[config.mk]
export PLATFORM = sky130hd
export DESIGN_NAME = fp32_to_int_conv_flat
export DESIGN_NICKNAME = d
export VERILOG_FILES = /design/src/rtl/fp32_to_int_conv_if.sv /design/src/rtl/fp32_to_int_conv.sv /design/src/flat_wrapper.sv
export SDC_FILE = /design/constraint.sdc
export NUM_CORES = 1
export LEC_CHECK = 0
export ABC_AREA = 1
export ABC_CLOCK_PERIOD_IN_PS = 8050
export CORE_ASPECT_RATIO = 1.75
export CORE_UTILIZATION = 45
export CTS_CLUSTER_DIAMETER = 200
export CTS_CLUSTER_SIZE = 8
export DETAILED_ROUTE_END_ITERATION = 8
export PLACE_DENSITY = 0.72
export SLEW_MARGIN = 40
export SYNTH_ARGS = -nofsm -noshare
export SYNTH_HDL_FRONTEND = slang
export SYNTH_SLANG_ARGS = --single-unit
[constraint.sdc]
create_clock -name clk -period 8.05 [get_ports clk]
set_input_delay 1.2075 -clock clk [delete_from_list [all_inputs] [get_ports clk]]
set_output_delay 1.2075 -clock clk [all_outputs]
set_load 0.01 [all_outputs]
[src/rtl/fp32_to_int_conv_if.sv]
// Valid/ready stream bundle for the FP32-to-integer converter.
// The master drives operands and accepts results; the slave is the converter.
interface fp32_to_int_conv_if;
    logic        in_valid;
    logic        in_ready;
    logic [31:0] in_data;
    logic        out_valid;
    logic        out_ready;
    logic [31:0] out_data;
    logic        out_overflow;
    logic        out_inexact;

    modport master (
        output in_valid, in_data, out_ready,
        input  in_ready, out_valid, out_data, out_overflow, out_inexact
    );

    modport slave (
        input  in_valid, in_data, out_ready,
        output in_ready, out_valid, out_data, out_overflow, out_inexact
    );
endinterface

[src/rtl/fp32_to_int_conv.sv]
// Truncating FP32 -> signed 32-bit integer / fixed point (FRAC_BITS fractional bits); FP32_TO_INT_SAT_EN selects saturating overflow values.
// Latency: 2 cycles from accept to out_valid, 1 word/cycle sustained.
// Backpressure: two-stage valid/ready pipeline, in_ready derived combinationally from out_ready, no skid buffer.
module fp32_to_int_conv #(
    parameter int FRAC_BITS = 0
) (
    input  logic              clk,
    input  logic              rst,
    fp32_to_int_conv_if.slave bus
);
    logic              sgn;
    logic [7:0]        expn;
    logic [22:0]       frac;
    logic [7:0]        e_eff;
    logic [23:0]       m;
    logic [9:0]        exp_sum;
    logic signed [9:0] k;
    logic [9:0]        rsh;
    logic              nan_inf;
    logic              big;
    logic              exact_min;
    logic              ovf;
    logic [32:0]       mag;
    logic              inexact;

    assign sgn       = bus.in_data[31];
    assign expn      = bus.in_data[30:23];
    assign frac      = bus.in_data[22:0];
    assign e_eff     = (expn == 8'd0) ? 8'd1 : expn;
    assign m         = {expn != 8'd0, frac};
    assign exp_sum   = {2'b00, e_eff} + 10'(FRAC_BITS);
    assign k         = $signed(exp_sum) - 10'sd150;
    assign nan_inf   = (expn == 8'hFF);
    // Range is decided from the exponent alone; only -2^31 exactly is representable at the boundary.
    assign big       = (exp_sum >= 10'd158);
    assign exact_min = sgn && (exp_sum == 10'd158) && (frac == 23'd0);
    assign ovf       = nan_inf || (big && !exact_min);

    always_comb begin
        mag     = '0;
        inexact = 1'b0;
        rsh     = '0;
        if (!k[9]) begin
            if (k <= 10'sd8) begin
                mag = {9'd0, m} << k[3:0];
            end else begin
                mag = {1'b1, 32'd0};
            end
        end else begin
            rsh = 10'(-k);
            if (rsh >= 10'd24) begin
                inexact = |m;
            end else begin
                mag     = {9'd0, m >> rsh[4:0]};
                inexact = |(m & ~(24'hFF_FFFF << rsh[4:0]));
            end
        end
    end

    logic        s1_valid;
    logic        s1_sign;
    logic [32:0] s1_mag;
    logic        s1_inexact;
    logic        s1_ovf;
`ifdef FP32_TO_INT_SAT_EN
    logic        s1_nan;
`endif
    logic        s2_valid;
    logic [31:0] s2_data;
    logic        s2_ovf;
    logic        s2_inexact;
    logic        s1_load;
    logic        s2_load;
    logic        ovf_any;
    logic [31:0] res;

    assign s2_load      = !s2_valid || bus.out_ready;
    assign s1_load      = !s1_valid || s2_load;
    assign bus.in_ready = !rst && s1_load;

    always_ff @(posedge clk) begin
        if (rst) begin
            s1_valid   <= 1'b0;
            s1_sign    <= 1'b0;
            s1_mag     <= '0;
            s1_inexact <= 1'b0;
            s1_ovf     <= 1'b0;
`ifdef FP32_TO_INT_SAT_EN
            s1_nan     <= 1'b0;
`endif
        end else if (s1_load) begin
            s1_valid <= bus.in_valid;
            if (bus.in_valid) begin
                s1_sign    <= sgn;
                s1_mag     <= mag;
                s1_inexact <= inexact;
                s1_ovf     <= ovf;
`ifdef FP32_TO_INT_SAT_EN
                s1_nan     <= nan_inf && (frac != 23'd0);
`endif
            end
        end
    end

    // Bit 32 of the magnitude flags values beyond the 32-bit range.
    assign ovf_any = s1_ovf || s1_mag[32];

    always_comb begin
        res = s1_sign ? -s1_mag[31:0] : s1_mag[31:0];
        if (ovf_any) begin
`ifdef FP32_TO_INT_SAT_EN
            res = (s1_nan || !s1_sign) ? 32'h7FFF_FFFF : 32'h8000_0000;
`else
            res = 32'h8000_0000;
`endif
        end
    end

    always_ff @(posedge clk) begin
        if (rst) begin
            s2_valid   <= 1'b0;
            s2_data    <= '0;
            s2_ovf     <= 1'b0;
            s2_inexact <= 1'b0;
        end else if (s2_load) begin
            s2_valid <= s1_valid;
            if (s1_valid) begin
                s2_data    <= res;
                s2_ovf     <= ovf_any;
                s2_inexact <= s1_inexact;
            end
        end
    end

    assign bus.out_valid    = s2_valid;
    assign bus.out_data     = s2_data;
    assign bus.out_overflow = s2_ovf;
    assign bus.out_inexact  = s2_inexact;
endmodule

[src/flat_wrapper.sv]
// flat-port wrapper written by rule: the top's interface ports become plain ports
module fp32_to_int_conv_flat 
#(
    parameter int FRAC_BITS = 0
)
  (clk, rst, bus_in_valid, bus_in_data, bus_out_ready, bus_in_ready, bus_out_valid, bus_out_data, bus_out_overflow, bus_out_inexact);
  fp32_to_int_conv_if bus_i ();
  input  logic clk;
  input  logic rst;
  input wire logic [$bits(bus_i.in_valid)-1:0] bus_in_valid;
  input wire logic [$bits(bus_i.in_data)-1:0] bus_in_data;
  input wire logic [$bits(bus_i.out_ready)-1:0] bus_out_ready;
  output wire logic [$bits(bus_i.in_ready)-1:0] bus_in_ready;
  output wire logic [$bits(bus_i.out_valid)-1:0] bus_out_valid;
  output wire logic [$bits(bus_i.out_data)-1:0] bus_out_data;
  output wire logic [$bits(bus_i.out_overflow)-1:0] bus_out_overflow;
  output wire logic [$bits(bus_i.out_inexact)-1:0] bus_out_inexact;
  assign bus_i.in_valid = bus_in_valid;
  assign bus_i.in_data = bus_in_data;
  assign bus_i.out_ready = bus_out_ready;
  assign bus_in_ready = bus_i.in_ready;
  assign bus_out_valid = bus_i.out_valid;
  assign bus_out_data = bus_i.out_data;
  assign bus_out_overflow = bus_i.out_overflow;
  assign bus_out_inexact = bus_i.out_inexact;
  fp32_to_int_conv #(.FRAC_BITS(FRAC_BITS)) u_core (.clk(clk), .rst(rst), .bus(bus_i));
endmodule
Clock nets:
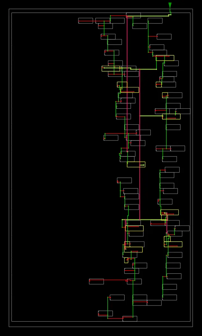
skew final: 9.44 ps
seq_cells: 72
layout clock buffer count: 10
P_clk: 367 µW

Met1 routing:
Bar = 20 µm.
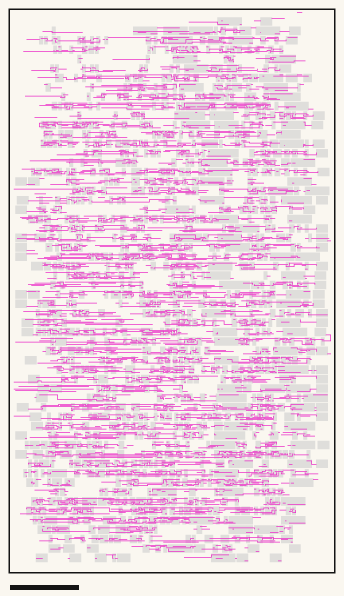
The wires run mostly horizontal. The layer carries 8560 µm of wire. The layer holds 35% of the routed length. The longest straight run is 30.8 µm.

M2 wires:
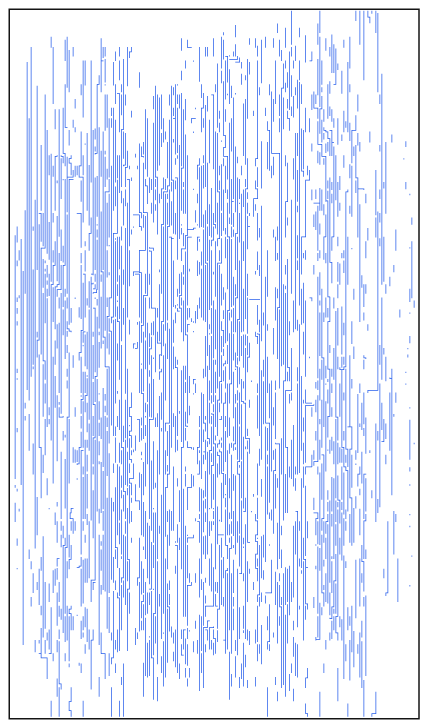
The longest straight run is 85.7 µm. 955 nets have wire on it. The layer holds 51% of the routed length.

Met4 routing:
Bar = 20 µm.
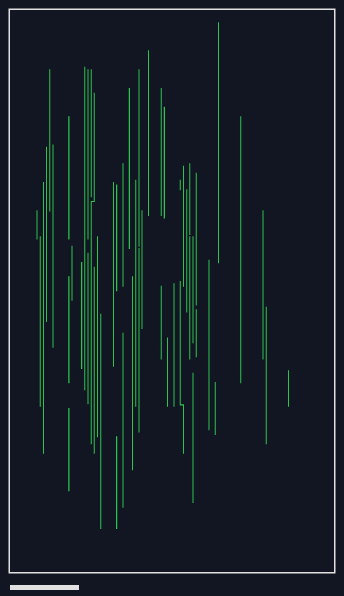
The layer carries 2210 µm of wire. 48 nets have wire on it. The longest straight run is 93.2 µm. The layer holds 9.2% of the routed length.

Met3 routing:
Bar = 20 µm.
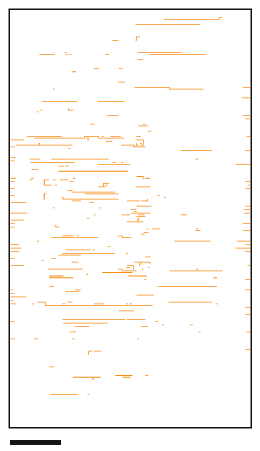
The layer holds 4.2% of the routed length. 151 nets have wire on it. The wires run mostly horizontal. The layer carries 1020 µm of wire.

-- metrics by stage --
| stage | utilization [%] | area [µm²] |
|---|---|---|
| floorplan | - | 6620 |
| global placement | 51.1 | 7350 |
| detailed placement | 51.1 | 7350 |
| CTS | 53.1 | 7630 |
| global route | 53.1 | 7640 |
| finish | 53.1 | 7640 |
-- registers in the layout, indices dropped and copies added (netlist names) --
register / count
u_core.bus.out_data: 32
u_core.bus.out_overflow: 1
u_core.s1_sign: 1
u_core.s1_ovf: 1
u_core.s1_valid: 1
u_core.s1_mag: 33
u_core.s1_inexact: 1
u_core.bus.out_valid: 1
u_core.bus.out_inexact: 1
-- power by group --
part	switching, µW	leakage, µW	total [µW]	internal, µW
clock	150	0.000131	367	217
sequential	12.7	0.000588	386	374
combinational	280	0.00264	411	131
total	443	0.00336	1160	721
-- cell type report --
class | count | area share (%)
clock buffer | 10 | 3.13
clock inverter | 6 | 0.590
inverter | 125 | 6.21
multi-input combinational | 925 | 58.0
sequential | 72 | 18.9
tap | 180 | 2.95
timing repair buffer | 81 | 10.2
-- cell families (layout without fill, tap and decap cells) --
logic type / after synthesis / after routing
DFF: 72 / 72
AOI/OAI and AO/OA: 235 / 235
adders and majority gates: 3 / 3
muxes: 2 / 2
and+or+nand+nor: 678 / 678
buffers and inverters: 185 / 222
xor gates and xnor gates: 7 / 7
-- critical path: stages --
cell	delay, ps
clkdlybuf4s50_1	450
buf_4	320
ha_1	300
buf_4	230
inv_1	230
buf_4	310
nand3_1	190
nor2_1	270
nand2_1	90
nand2_1	450
nand2_1	100
nand2_1	110
nor2_2	40
nand2_2	210
nor2_8	80
inv_2	120
nor2_1	80
o21ai_1	140
inv_1	40
-- layer usage --
layer,up-vias,global-route usage [%],part of all wire [%]
met3,112,3.41,4.2
met2,306,58.6,51
met4,0,28.5,9.2
met1,3459,31.7,35
li1,3926,-,-
met5,-,0,0
-- path summary, 6_finish.rpt --
check                                             start                       to  slack (ps)  cells after the start
worst max-delay path                    bus_in_data[24]        u_core.s1_mag[23]        3270                     19
worst max register to register         u_core.s1_mag[0]  u_core.bus.out_data[27]        5770                     10
worst min-delay path            u_core.bus.out_data[24]  u_core.bus.out_data[24]         460                      2
worst min register to register  u_core.bus.out_data[24]  u_core.bus.out_data[24]         460                      2
-- synth_stat cells, types with 3 or more instances --
master	number	area share, %
a21boi_0	5	0.57
a21oi_1	63	4.8
a31oi_1	10	0.95
buf_1	7	0.40
buf_2	15	1.1
buf_6	3	0.51
clkbuf_1	32	1.8
dfxtp_1	72	22
ha_1	3	0.57
inv_1	105	6.0
inv_2	16	0.91
nand2_1	373	21
nand2_2	17	1.6
nand2_4	3	0.51
nand3_1	130	9.8
nand3b_1	5	0.57
nand4_1	14	1.3
nor2_1	94	5.3
nor2_2	6	0.57
nor3_1	10	0.76
nor3_2	3	0.45
nor4_1	5	0.47
o211ai_1	14	1.6
o21a_1	3	0.34
o21ai_0	70	5.3
o21ai_1	45	3.4
o21ai_2	14	1.9
o22ai_1	4	0.38
or2_1	7	0.66
or2_2	5	0.47
xor2_1	6	0.79
==> impl_metrics.csv <==
group,metric,value,unit
status,status,"finished, final reports clean",
clocking,cts_tree,"done",
global_route,grt_use_total,32.3,%
yosys,ys_cells,1182,
drt,wl_per_cell,17.3,µm
clocking,cts_root_buf,"clkbuf_16",
final_layout,final_common_cell,"nand2_1",
timing,drv_slew,0,
worst_hold_path,worstHoldPathType,"flop to flop",
global_route,grt_max_degree,58,
floorplanning,core_area,14400,µm²
yosys,edf_count,0,
drt,firstDrtPassIters,5,
yosys,netlist_area,6620,µm²
placed_design,port_buffers,71,
placed_design,dp.cells,1383,
timing,relSlewSlack,42.2,%
final_layout,area_growth,15.4,%
final_layout,finalNetCount,1253,
placed_design,dpl_worst_slack,2980,ps
yosys,logic_family,"simple AND/OR/NAND/NOR gates",
timing,min_period,4780,ps
timing,timing.final.crit_share,59.3,%
run,warnings,27,
worst_setup_path,crit_type,"input port to flop",
clocking,cts_sinks,72,
yosys,synthArstFlopShare,0,%
Power figures rest on the tool's default switching activity, not on a simulated workload.
